File: src/rtl/proc_ctrl_pkg.sv
// Shared opcodes, FSM states, ALU codes and decoded-op record for the
// multi-cycle controller of the 24-bit processor.
package proc_ctrl_pkg;

    localparam logic [5:0] OP_NOP  = 6'h00;
    localparam logic [5:0] OP_ADD  = 6'h01;
    localparam logic [5:0] OP_SUB  = 6'h02;
    localparam logic [5:0] OP_AND  = 6'h03;
    localparam logic [5:0] OP_OR   = 6'h04;
    localparam logic [5:0] OP_ADDI = 6'h05;
    localparam logic [5:0] OP_LW   = 6'h06;
    localparam logic [5:0] OP_SW   = 6'h07;
    localparam logic [5:0] OP_BEQ  = 6'h08;
    localparam logic [5:0] OP_JMP  = 6'h09;
    localparam logic [5:0] OP_HALT = 6'h3F;

    localparam logic [2:0] ALU_ADD = 3'd0;
    localparam logic [2:0] ALU_SUB = 3'd1;
    localparam logic [2:0] ALU_AND = 3'd2;
    localparam logic [2:0] ALU_OR  = 3'd3;

    typedef enum logic [2:0] {
        ST_FETCH  = 3'd0,
        ST_DECODE = 3'd1,
        ST_EXEC   = 3'd2,
        ST_MEM    = 3'd3,
        ST_WB     = 3'd4,
        ST_HALT   = 3'd5
    } state_t;

    // Unknown ops decode as CL_NOP with legal=0.
    typedef enum logic [2:0] {
        CL_NOP,
        CL_HALT,
        CL_ALU,
        CL_LOAD,
        CL_STORE,
        CL_BRANCH,
        CL_JUMP
    } op_class_t;

    typedef struct packed {
        op_class_t  cls;
        logic [2:0] alu_op;
        logic       alu_src_imm;
        logic       reg_dst_rt;
        logic       wb_mem;
        logic       legal;
    } op_info_t;

endpackage

File: src/rtl/ctrl_op_decode.sv
// Combinational op-field decoder: class, ALU function and datapath selects.
module ctrl_op_decode
    import proc_ctrl_pkg::*;
(
    input  logic [5:0] i_op,
    output op_info_t   o_info
);

    always_comb begin
        o_info = '{cls: CL_NOP, alu_op: ALU_ADD, alu_src_imm: 1'b0,
                   reg_dst_rt: 1'b0, wb_mem: 1'b0, legal: 1'b1};
        case (i_op)
            OP_NOP:  o_info.cls = CL_NOP;
            OP_HALT: o_info.cls = CL_HALT;
            OP_ADD:  o_info.cls = CL_ALU;
            OP_SUB: begin
                o_info.cls    = CL_ALU;
                o_info.alu_op = ALU_SUB;
            end
            OP_AND: begin
                o_info.cls    = CL_ALU;
                o_info.alu_op = ALU_AND;
            end
            OP_OR: begin
                o_info.cls    = CL_ALU;
                o_info.alu_op = ALU_OR;
            end
            OP_ADDI: begin
                o_info.cls         = CL_ALU;
                o_info.alu_src_imm = 1'b1;
                o_info.reg_dst_rt  = 1'b1;
            end
            OP_LW: begin
                o_info.cls         = CL_LOAD;
                o_info.alu_src_imm = 1'b1;
                o_info.reg_dst_rt  = 1'b1;
                o_info.wb_mem      = 1'b1;
            end
            OP_SW: begin
                o_info.cls         = CL_STORE;
                o_info.alu_src_imm = 1'b1;
            end
            OP_BEQ: begin
                o_info.cls    = CL_BRANCH;
                o_info.alu_op = ALU_SUB;
            end
            OP_JMP:  o_info.cls = CL_JUMP;
            default: o_info.legal = 1'b0;
        endcase
    end

endmodule

File: src/rtl/multicycle_control.sv
// Multi-cycle FETCH/DECODE/EXEC/MEM/WB controller with req/ready memory port.
// Optional performance counters are built when CTRL_PERF_CNT_EN is defined.
module multicycle_control
    import proc_ctrl_pkg::*;
#(
    parameter bit ILLEGAL_HALT = 1'b0
) (
    input  logic       clk,
    input  logic       rst_n,
    input  logic       run,
    input  logic [5:0] op,
    input  logic       zero,
    input  logic       mem_ready,
    output logic       mem_req,
    output logic       mem_we,
    output logic       addr_sel,
    output logic       ir_load,
    output logic       pc_inc,
    output logic       pc_load,
    output logic       reg_write,
    output logic       reg_dst_rt,
    output logic       alu_src_imm,
    output logic [2:0] alu_op,
    output logic       wb_mem,
    output logic       illegal,
    output logic       halted,
    output logic [2:0] state
`ifdef CTRL_PERF_CNT_EN
    ,
    output logic [31:0] cycle_count,
    output logic [31:0] instr_count
`endif
);

    state_t   r_state;
    state_t   w_next;
    logic     r_fetch_busy;
    logic     w_fetch_busy_nxt;
    op_info_t w_info;

    ctrl_op_decode u_decode (
        .i_op   (op),
        .o_info (w_info)
    );

    always_ff @(posedge clk or negedge rst_n) begin
        if (!rst_n) begin
            r_state      <= ST_FETCH;
            r_fetch_busy <= 1'b0;
        end else begin
            r_state      <= w_next;
            r_fetch_busy <= w_fetch_busy_nxt;
        end
    end

    always_comb begin
        w_next           = r_state;
        w_fetch_busy_nxt = 1'b0;
        mem_req          = 1'b0;
        mem_we           = 1'b0;
        addr_sel         = 1'b0;
        ir_load          = 1'b0;
        pc_inc           = 1'b0;
        pc_load          = 1'b0;
        reg_write        = 1'b0;
        reg_dst_rt       = 1'b0;
        alu_src_imm      = 1'b0;
        alu_op           = ALU_ADD;
        wb_mem           = 1'b0;
        illegal          = 1'b0;
        halted           = 1'b0;
        case (r_state)
            ST_FETCH: begin
                // run only matters before the request starts; rst_n gating keeps
                // every output low while reset is held.
                if (rst_n && (run || r_fetch_busy)) begin
                    mem_req = 1'b1;
                    if (mem_ready) begin
                        ir_load = 1'b1;
                        pc_inc  = 1'b1;
                        w_next  = ST_DECODE;
                    end else begin
                        w_fetch_busy_nxt = 1'b1;
                    end
                end
            end
            ST_DECODE: begin
                illegal = !w_info.legal;
                case (w_info.cls)
                    CL_NOP:  w_next = (!w_info.legal && ILLEGAL_HALT) ? ST_HALT : ST_FETCH;
                    CL_HALT: w_next = ST_HALT;
                    default: w_next = ST_EXEC;
                endcase
            end
            ST_EXEC: begin
                alu_op      = w_info.alu_op;
                alu_src_imm = w_info.alu_src_imm;
                case (w_info.cls)
                    CL_ALU:            w_next = ST_WB;
                    CL_LOAD, CL_STORE: w_next = ST_MEM;
                    CL_BRANCH: begin
                        pc_load = zero;
                        w_next  = ST_FETCH;
                    end
                    CL_JUMP: begin
                        pc_load = 1'b1;
                        w_next  = ST_FETCH;
                    end
                    default:           w_next = ST_FETCH;
                endcase
            end
            ST_MEM: begin
                mem_req  = 1'b1;
                addr_sel = 1'b1;
                mem_we   = (w_info.cls == CL_STORE);
                if (mem_ready) begin
                    w_next = (w_info.cls == CL_STORE) ? ST_FETCH : ST_WB;
                end
            end
            ST_WB: begin
                reg_write  = 1'b1;
                reg_dst_rt = w_info.reg_dst_rt;
                wb_mem     = w_info.wb_mem;
                w_next     = ST_FETCH;
            end
            ST_HALT: halted = 1'b1;
            default: w_next = ST_FETCH;
        endcase
    end

    assign state = r_state;

`ifdef CTRL_PERF_CNT_EN
    logic [31:0] r_cycle_count;
    logic [31:0] r_instr_count;

    always_ff @(posedge clk or negedge rst_n) begin
        if (!rst_n) begin
            r_cycle_count <= 32'd0;
            r_instr_count <= 32'd0;
        end else begin
            if (r_state != ST_HALT) r_cycle_count <= r_cycle_count + 32'd1;
            if (r_state == ST_DECODE) r_instr_count <= r_instr_count + 32'd1;
        end
    end

    assign cycle_count = r_cycle_count;
    assign instr_count = r_instr_count;
`endif

endmodule

File: config.mk
export PLATFORM = sky130hd
export DESIGN_NAME = multicycle_control
export DESIGN_NICKNAME = d
export VERILOG_FILES = /design/src/rtl/proc_ctrl_pkg.sv /design/src/rtl/ctrl_op_decode.sv /design/src/rtl/multicycle_control.sv
export SDC_FILE = /design/constraint.sdc
export NUM_CORES = 1
export LEC_CHECK = 0
export ABC_CLOCK_PERIOD_IN_PS = 2200
export CAP_MARGIN = 25
export CORE_MARGIN = 5
export CORE_UTILIZATION = 38
export DETAILED_ROUTE_END_ITERATION = 12
export PLACE_DENSITY_LB_ADDON = 0.12
export SYNTH_ARGS = -nofsm -noshare
export SYNTH_HDL_FRONTEND = slang
export SYNTH_SLANG_ARGS = --single-unit
File: constraint.sdc
create_clock -name clk -period 2.2 [get_ports clk]
set_input_delay 0.55 -clock clk [delete_from_list [all_inputs] [get_ports clk]]
set_output_delay 0.55 -clock clk [all_outputs]
set_load 0.01 [all_outputs]
==> flow_summary.json, run 1 <==
{
  "worst_slack_ps": -66.6,
  "dr_wl_met2_um": 1100,
  "cts_buffers": 3,
  "cp-end-kind": "primary output",
  "switching_share_pct": 39.1,
  "synth-edff-count": 0,
  "first_global_vias": 772,
  "port_buffers": 27,
  "clock.fmax_mhz": 441,
  "fin_skew_ps": 11.4,
  "tool_warnings": 28,
  "num-fill-cells": 107,
  "syn_avg_cell_area_um2": 6.68,
  "grt_max_degree": 13,
  "crit_path_cell_trace": "buf_6, or4_4, o22ai_4, nand3_2, a211oi_2, buf_2",
  "post-place-ws_ps": -900,
  "violations": "setup timing",
  "routabilityCongestion": 0.856,
  "arrival_ps": 1720,
  "yosys-stat-cells": 85,
  "top_cell_area_share_pct": 17.6,
  "async_reset_ff_share_pct": 100,
  "fin_tns_setup_ps": -71.9,
  "chip_area_um2": 2370,
  "setup_viol": 2,
  "slowest_delay_ps": 540,
  "intPower_uw": 319,
  "rsz0062_at_grt": "yes",
  "p_clk_share_pct": 18.5,
  "status": "finished, violations left",
  "clkSinkCount": 4,
  "ys_area_um2": 568,
  "initial_core_util_pct": 39.1
}
-- run 1: stage by stage --
| stage | std cells | power [mW] | hold slack, ps |
|---|---|---|---|
| 3_3_place_gp | 144 | 0.395 | 657 |
| 4_1_cts | 152 | 0.504 | 652 |
| 3_5_place_dp | 144 | 0.398 | 700 |
| 5_1_grt | 156 | 0.569 | 662 |
| 2_1_floorplan | 85 | 0.227 | 254 |
| 6_report | 156 | 0.525 | 642 |
-- run 1: power by group through the flow --
| stage | clock network, mW | logic [mW] | registers [mW] |
|---|---|---|---|
| 2_1_floorplan | 0 | 0.120 | 0.107 |
| 3_3_place_gp | 0 | 0.294 | 0.101 |
| 3_5_place_dp | 0 | 0.297 | 0.101 |
| 4_1_cts | 0.0939 | 0.307 | 0.103 |
| 5_1_grt | 0.113 | 0.350 | 0.106 |
| 6_report | 0.0970 | 0.323 | 0.104 |
-- run 1: layout by cell type, fill, tap and decap left out, types with 2 or more instances in the layout --
master / count
clkbuf_2: 3
dfrtp_1: 3
buf_6: 6
nor2_1: 12
nand2_1: 5
clkdlybuf4s50_1: 7
dlymetal6s2s_1: 2
clkdlybuf4s15_1: 6
buf_4: 24
a21oi_1: 5
buf_2: 8
o21ai_1: 4
nand4_1: 2
o21ai_0: 2
nor2b_1: 2
nor3_1: 4
a31oi_1: 3
inv_1: 2
o211ai_1: 2
clkbuf_4: 3
and2_1: 2
nor2b_2: 2
nand3_1: 3
-- run 1: worst max-delay path, delay by kind of cell --
family	cells	cell delay (ps)
compound gates	2	300
simple gates	2	620
buf+inv	2	240
-- run 1: state kept, by name (all words and copies together) (netlist names) --
signal,cells
state,3
r_fetch_busy,1
-- run 1: logic make-up after synthesis --
group                     after synthesis  synth area share, %
xor gates and xnor gates                2                 3.08
muxes                                   1                 1.76
DFF                                     4                 17.6
other                                   1                0.660
buffers and inverters                   9                 8.59
AOI/OAI and AO/OA                      22                 24.7
and+or+nand+nor                        46                 43.6
-- run 1: per-layer routing --
| layer | vias to the layer above | track usage [%] |
|---|---|---|
| met4 | 0 | 1.35 |
| li1 | 421 | - |
| met5 | - | 0 |
| met3 | 12 | 5.21 |
| met1 | 413 | 21.3 |
| met2 | 53 | 29.1 |
-- run 1: final timing paths --
check | endpoint | cells past startpoint | from | slack, ps
min in group clk | r_fetch_busy | 2 | r_fetch_busy | 680
worst min register to register | r_fetch_busy | 2 | r_fetch_busy | 680
worst min-delay path | r_fetch_busy | 2 | rst_n | 640
worst max register to register | state[0] | 4 | state[0] | 760
max in group asynchronous | state[2] | 2 | rst_n | 1440
worst max-delay path | pc_load | 6 | op[4] | -70
-- run 1: final cells by class --
type	instances	area, um2	area share, %
timing repair buffer	58	487	43.7
multi-input combinational	72	472	42.4
sequential	4	101	9.10
clock buffer	3	22.5	2.02
tap	16	20.0	1.80
inverter	3	11.3	1.01
-- run 1: what timing repair did --
action / CTS / global route
pin swaps: 4 / 1
setup buffers: 5 / 2
cloned: 0 / 2
gates resized: 58 / 16
endpoints found under the setup margin: 12 / 7
run_1/metal_density.png
10 x 10 tiles, from dark blue (low) to red (high), scaled to the fullest tile. Values are wire area over tile area, all layers added.
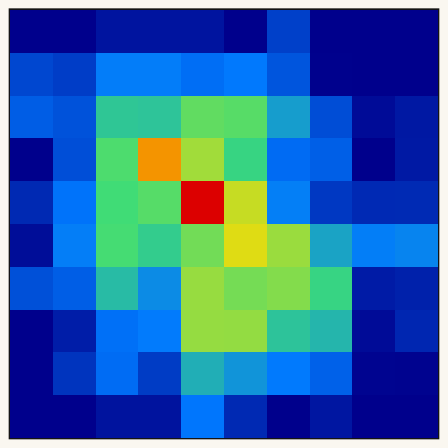
nearly empty tiles = 20%
emptiest ninth of the die = north-east
mean over tiles = 0.16
DR vias: 899
Tot GR Track Use: 16.9%
DR WL/cell: 14.5 um
WL final: 2260 um

run_1/wires.png
Only two layers are drawn.
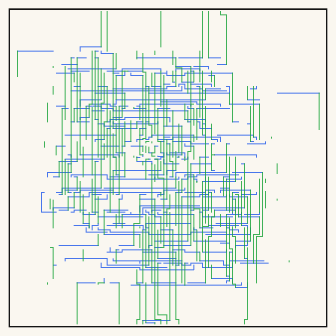
metal 1 -> blue  # wire length 901 um
metal 2 -> green  # wire length 1100 um

run_1/placement_by_type.png
Fill, decap, tap and diode cells in grey.
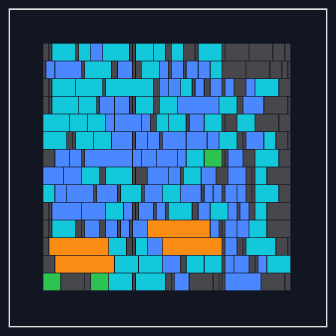
clock drivers -> green  # cells 3
remaining buffers and delay cells -> cyan  # cells 58
combinational and other logic -> blue  # cells 75
sequential cells -> orange  # cells 4
register share of the cell area: 9.10%
row count: 14

==> inputs of run 2 (changes only) <==
--- a/config.mk
+++ b/config.mk
@@ -11,6 +11,7 @@
 export CORE_UTILIZATION = 38
 export DETAILED_ROUTE_END_ITERATION = 12
 export PLACE_DENSITY_LB_ADDON = 0.12
+export SLEW_MARGIN = 20
 export SYNTH_ARGS = -nofsm -noshare
 export SYNTH_HDL_FRONTEND = slang
 export SYNTH_SLANG_ARGS = --single-unit
run_2/io_fan.png
Bar = 10 um.
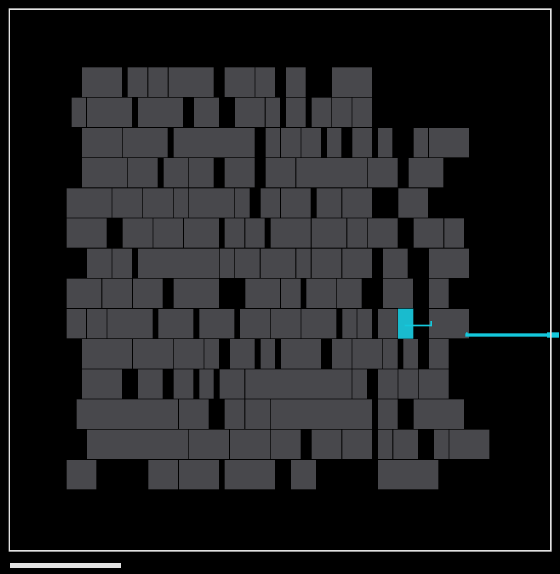
mem_req -> cyan  # direction output, edge east, end cells 1, wire 9.90 um
# IOs: 29
Port-buffer cells: 27

run_2/clocks.png
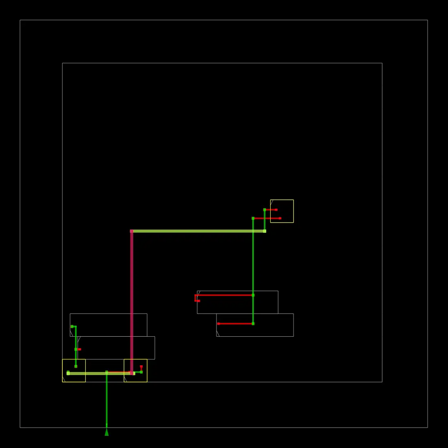
clkbuf count: 3
CTS sink count: 4

run_2/metal_density.png
10 x 10 tiles, from dark blue (low) to red (high), scaled to the fullest tile. Values are wire area over tile area, all layers added.
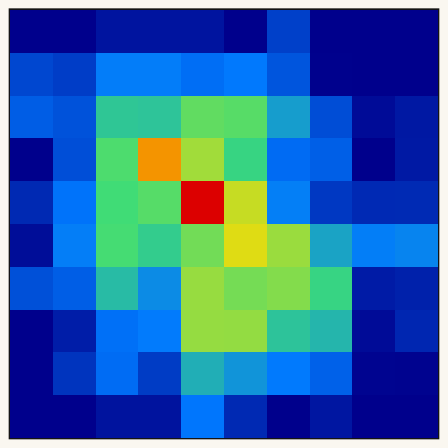
emptiest ninth of the die = north-east
fullest tile = 0.68
mean over tiles = 0.16
tiles over half the peak = 18%
nearly empty tiles = 20%
densest ninth of the die = centre

==> flow_summary.json, run 2 <==
{
  "lay_top_cells": "24 x buf_4, 12 x nor2_1, 8 x buf_2",
  "r2r_cells": 4,
  "chip_area_um2": 2370,
  "crit_path_cell_trace": "buf_6, or4_4, o22ai_4, nand3_2, a211oi_2, buf_2",
  "setup_viol": 2,
  "fin_tns_setup_ps": -71.9,
  "async_reset_ff_share_pct": 100,
  "yosys-stat-cells": 85,
  "wire_per_inst_um": 14.5,
  "worst_slack_ps": -66.6,
  "finalWirelength_um": 2260,
  "dr_wl_met2_um": 1100,
  "status": "finished, violations left",
  "fin_skew_ps": 11.4,
  "tool_warnings": 28,
  "violations": "setup timing",
  "largest_reg_flops": 3,
  "slowest_delay_ps": 540,
  "grt_max_degree": 13,
  "timing.rr.start": "state[0]",
  "grt_usage_pct": 16.9
}
-- run 2: worst max path at each step --
stage,cells past startpoint,slack [ps],endpoint
after floorplan,4,70,pc_load
after global placement,6,-880,pc_load
after detailed placement,6,-900,pc_load
after CTS,6,-80,pc_load
after global routing,6,-130,pc_load
final,6,-70,pc_load
-- run 2: critical path, delay by kind of cell --
kind                   cells  cell delay [ps]
AND/OR/NAND/NOR            2              620
AND-OR/OR-AND              2              300
buffers and inverters      2              240
-- run 2: where the power goes --
part / switching, mW / internal [mW] / leakage (nW)
Sequential: 0.0176 / 0.0867 / 0.0525
Combinational: 0.152 / 0.171 / 0.451
Clock: 0.0356 / 0.0613 / 0.0138
-- run 2: cells by family after synthesis --
family,after synthesis,share of synthesized area (%)
and+or+nand+nor,46,43.6
AOI/OAI and AO/OA,22,24.7
buffers and inverters,9,8.59
DFF,4,17.6
xor gates and xnor gates,2,3.08
muxes,1,1.76
other,1,0.660
-- run 2: per-stage QoR --
stage	power [mW]	hold slack, ps	instance area, um2	setup WS (ps)
after floorplan	0.227	254	573	66.8
after global placement	0.395	657	991	-879
after detailed placement	0.398	700	991	-900
after CTS	0.504	652	1090	-80.5
after global routing	0.569	662	1110	-128
final	0.525	642	1110	-66.6
-- run 2: area by class of cell --
cell class              count  area (um2)  area share (%)
flip-flops and latches      4         101            9.10
clock buffers               3        22.5            2.02
well taps                  16        20.0            1.80
multi-input cells          72         472            42.4
repair buffers             58         487            43.7
inverters                   3        11.3            1.01
-- run 2: metal layers --
metal	vias up	GRT usage, %
li1	421	-
met1	413	21.3
met2	53	29.1
met3	12	5.21
met4	0	1.35
met5	-	0
-- run 2: timing repair --
item | 4_1_cts | 5_1_grt
resized | 58 | 16
setup endpoints to repair | 12 | 7
gates cloned | 0 | 2
setup buffers | 5 | 2
pin swaps | 4 | 1
run_2/wires.png
Only two layers are drawn.
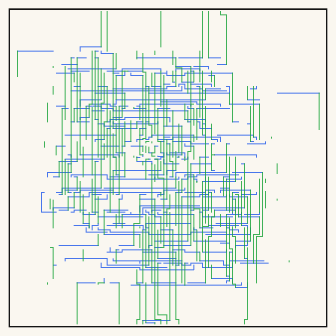

==> inputs of run 3 (changes only) <==
--- a/config.mk
+++ b/config.mk
@@ -5,11 +5,12 @@
 export SDC_FILE = /design/constraint.sdc
 export NUM_CORES = 1
 export LEC_CHECK = 0
-export ABC_CLOCK_PERIOD_IN_PS = 2200
+export ABC_CLOCK_PERIOD_IN_PS = 1890
 export CAP_MARGIN = 25
 export CORE_MARGIN = 5
-export CORE_UTILIZATION = 38
+export CORE_UTILIZATION = 35
 export DETAILED_ROUTE_END_ITERATION = 12
+export HOLD_SLACK_MARGIN = 0.05
 export PLACE_DENSITY_LB_ADDON = 0.12
 export SLEW_MARGIN = 20
 export SYNTH_ARGS = -nofsm -noshare
==> constraint.sdc (replaced) <==
create_clock -name clk -period 1.89 [get_ports clk]
set_input_delay 0.4725 -clock clk [delete_from_list [all_inputs] [get_ports clk]]
set_output_delay 0.4725 -clock clk [all_outputs]
set_load 0.01 [all_outputs]
run_3/wires.png
Only two layers are drawn.
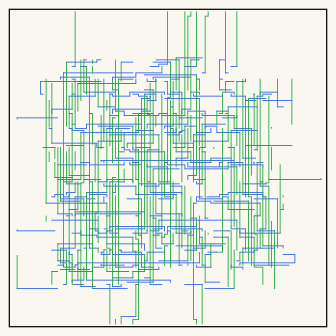
metal 1 -> blue  # wire length 981 um
metal 2 -> green  # wire length 1500 um
DR vias: 941
WL final: 2690 um
DR WL/cell: 16.1 um
Tot GR Track Use: 20.1%

run_3/io_fan.png
Bar = 20 um.
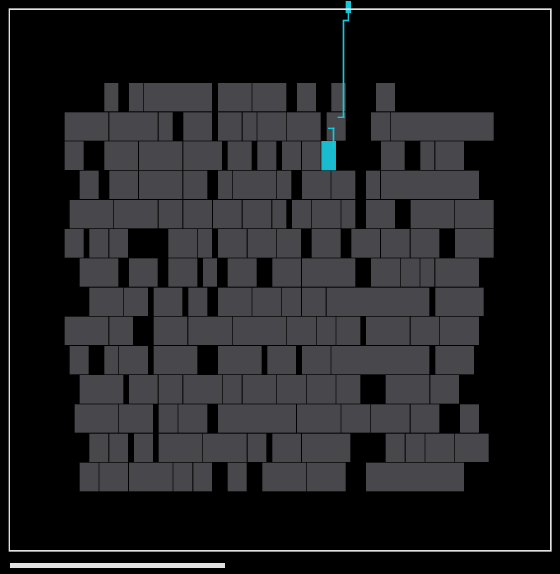
mem_req -> cyan  # direction output, edge north, end cells 1, wire 12.8 um

run_3/metal_density.png
10 x 10 tiles, from dark blue (low) to red (high), scaled to the fullest tile. Values are wire area over tile area, all layers added.
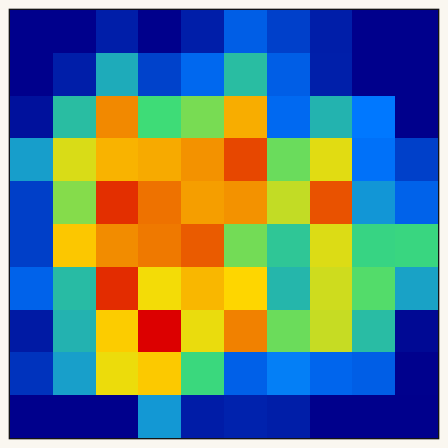
fullest tile = 0.43
emptiest ninth of the die = north-east
nearly empty tiles = 17%
tiles over half the peak = 38%
densest ninth of the die = centre
mean over tiles = 0.17

==> flow_summary.json, run 3 <==
{
  "seq_area_um2": 101,
  "clkSinkCount": 4,
  "lay_top_count": "buf_4",
  "top_cell_area_share_pct": 17.6,
  "status": "finished, violations left",
  "chip_area_um2": 2530,
  "use_met2_pct": 39.5,
  "yosys-stat-cells": 85,
  "drt_iter0_drc": 20,
  "num-fill-cells": 108,
  "ys_area_um2": 568,
  "rsz0062_at_grt": "yes",
  "largest_area_cell": "dfrtp_1",
  "worst_slack_ps": -241,
  "intPower_uw": 429,
  "drv_cap": 0,
  "p_clk_share_pct": 15.1,
  "port_buffers": 27,
  "first_global_vias": 920,
  "syn_avg_cell_area_um2": 6.68,
  "totalPowerFinal_uw": 699,
  "fin_tns_setup_ps": -550,
  "grt-busiest-layer": "met2",
  "diodes": 0,
  "async_reset_ff_share_pct": 100,
  "largest_reg_flops": 3,
  "arrival_ps": 1660,
  "switching_share_pct": 38.6,
  "grt_max_degree": 13,
  "p_seq_share_pct": 16.7,
  "violations": "setup timing",
  "cp-end-kind": "primary output",
  "synth-edff-count": 0,
  "gr-usage-met1_pct": 19.8,
  "r2r_end": "state[0]",
  "use_met3_pct": 3.25,
  "routabilityCongestion": 0.816,
  "p_comb_share_pct": 68.1,
  "p_switching_uw": 270,
  "clock.fmax_mhz": 469,
  "critPathMaxFanout": 2,
  "setup_viol": 7,
  "r2r_cells": 5,
  "reg2reg_slack_ps": 430,
  "comb_area_um2": 546,
  "io_pins": 29,
  "rows": 14
}
## run 3: final cells by class
type,instances,area share [%]
clock buffer,3,1.80
inverter,3,0.898
multi-input combinational,72,43.5
sequential,4,8.08
tap,16,1.60
timing repair buffer,69,44.1
## run 3: worst max path at each step
stage | from | end | cells past startpoint
2_1_floorplan | op[1] | pc_load | 4
3_3_place_gp | op[1] | pc_load | 6
3_5_place_dp | op[1] | pc_load | 6
4_1_cts | op[4] | pc_load | 6
5_1_grt | op[4] | pc_load | 6
6_report | op[2] | pc_load | 6
## run 3: power groups by stage
stage,sequential (mW),combinational [mW],clock (mW)
after floorplan,0.125,0.140,0
after global placement,0.117,0.364,0
after detailed placement,0.117,0.371,0
after CTS,0.115,0.423,0.109
after global routing,0.118,0.505,0.114
final,0.117,0.476,0.106
## run 3: through the flow
step | util, % | cells | instance area, um2 | worst slack, ps
after detailed placement | 69.0 | 152 | 1050 | -1020
after floorplan | - | 85 | 573 | -29.8
after global routing | 82.3 | 167 | 1250 | -269
final | 82.3 | 167 | 1250 | -241
after CTS | 75.5 | 163 | 1150 | -313
after global placement | 69.0 | 152 | 1050 | -956
## run 3: cell families (layout without fill, tap and decap cells)
kind of cell	Yosys count	count (layout)	share of synthesized area, %
simple gates	46	46	43.6
buf+inv	9	75	8.59
compound gates	22	22	24.7
xor+xnor	2	2	3.08
other cells	1	1	0.660
mux	1	1	1.76
flops	4	4	17.6
## run 3: metal layers
metal	share of wire (%)	up-vias	routed length, um
li1	-	440	-
met1	37	461	981
met2	56	32	1500
met3	4.8	8	130
met4	2.7	0	72
met5	0	-	0
## run 3: timing repair
action,in CTS,in global routing
buffers inserted,8,4
pin swaps,7,6
gates resized,94,22
hold buffers,0,0
setup endpoints to repair,16,13
## run 3: worst max-delay path, stage by stage
cell and delay (ps):
buf_2 110, or4_4 520, o22ai_4 130, nand3_2 90, a211oi_2 180, buf_2 160
Power is estimated from default activity; no workload was simulated.
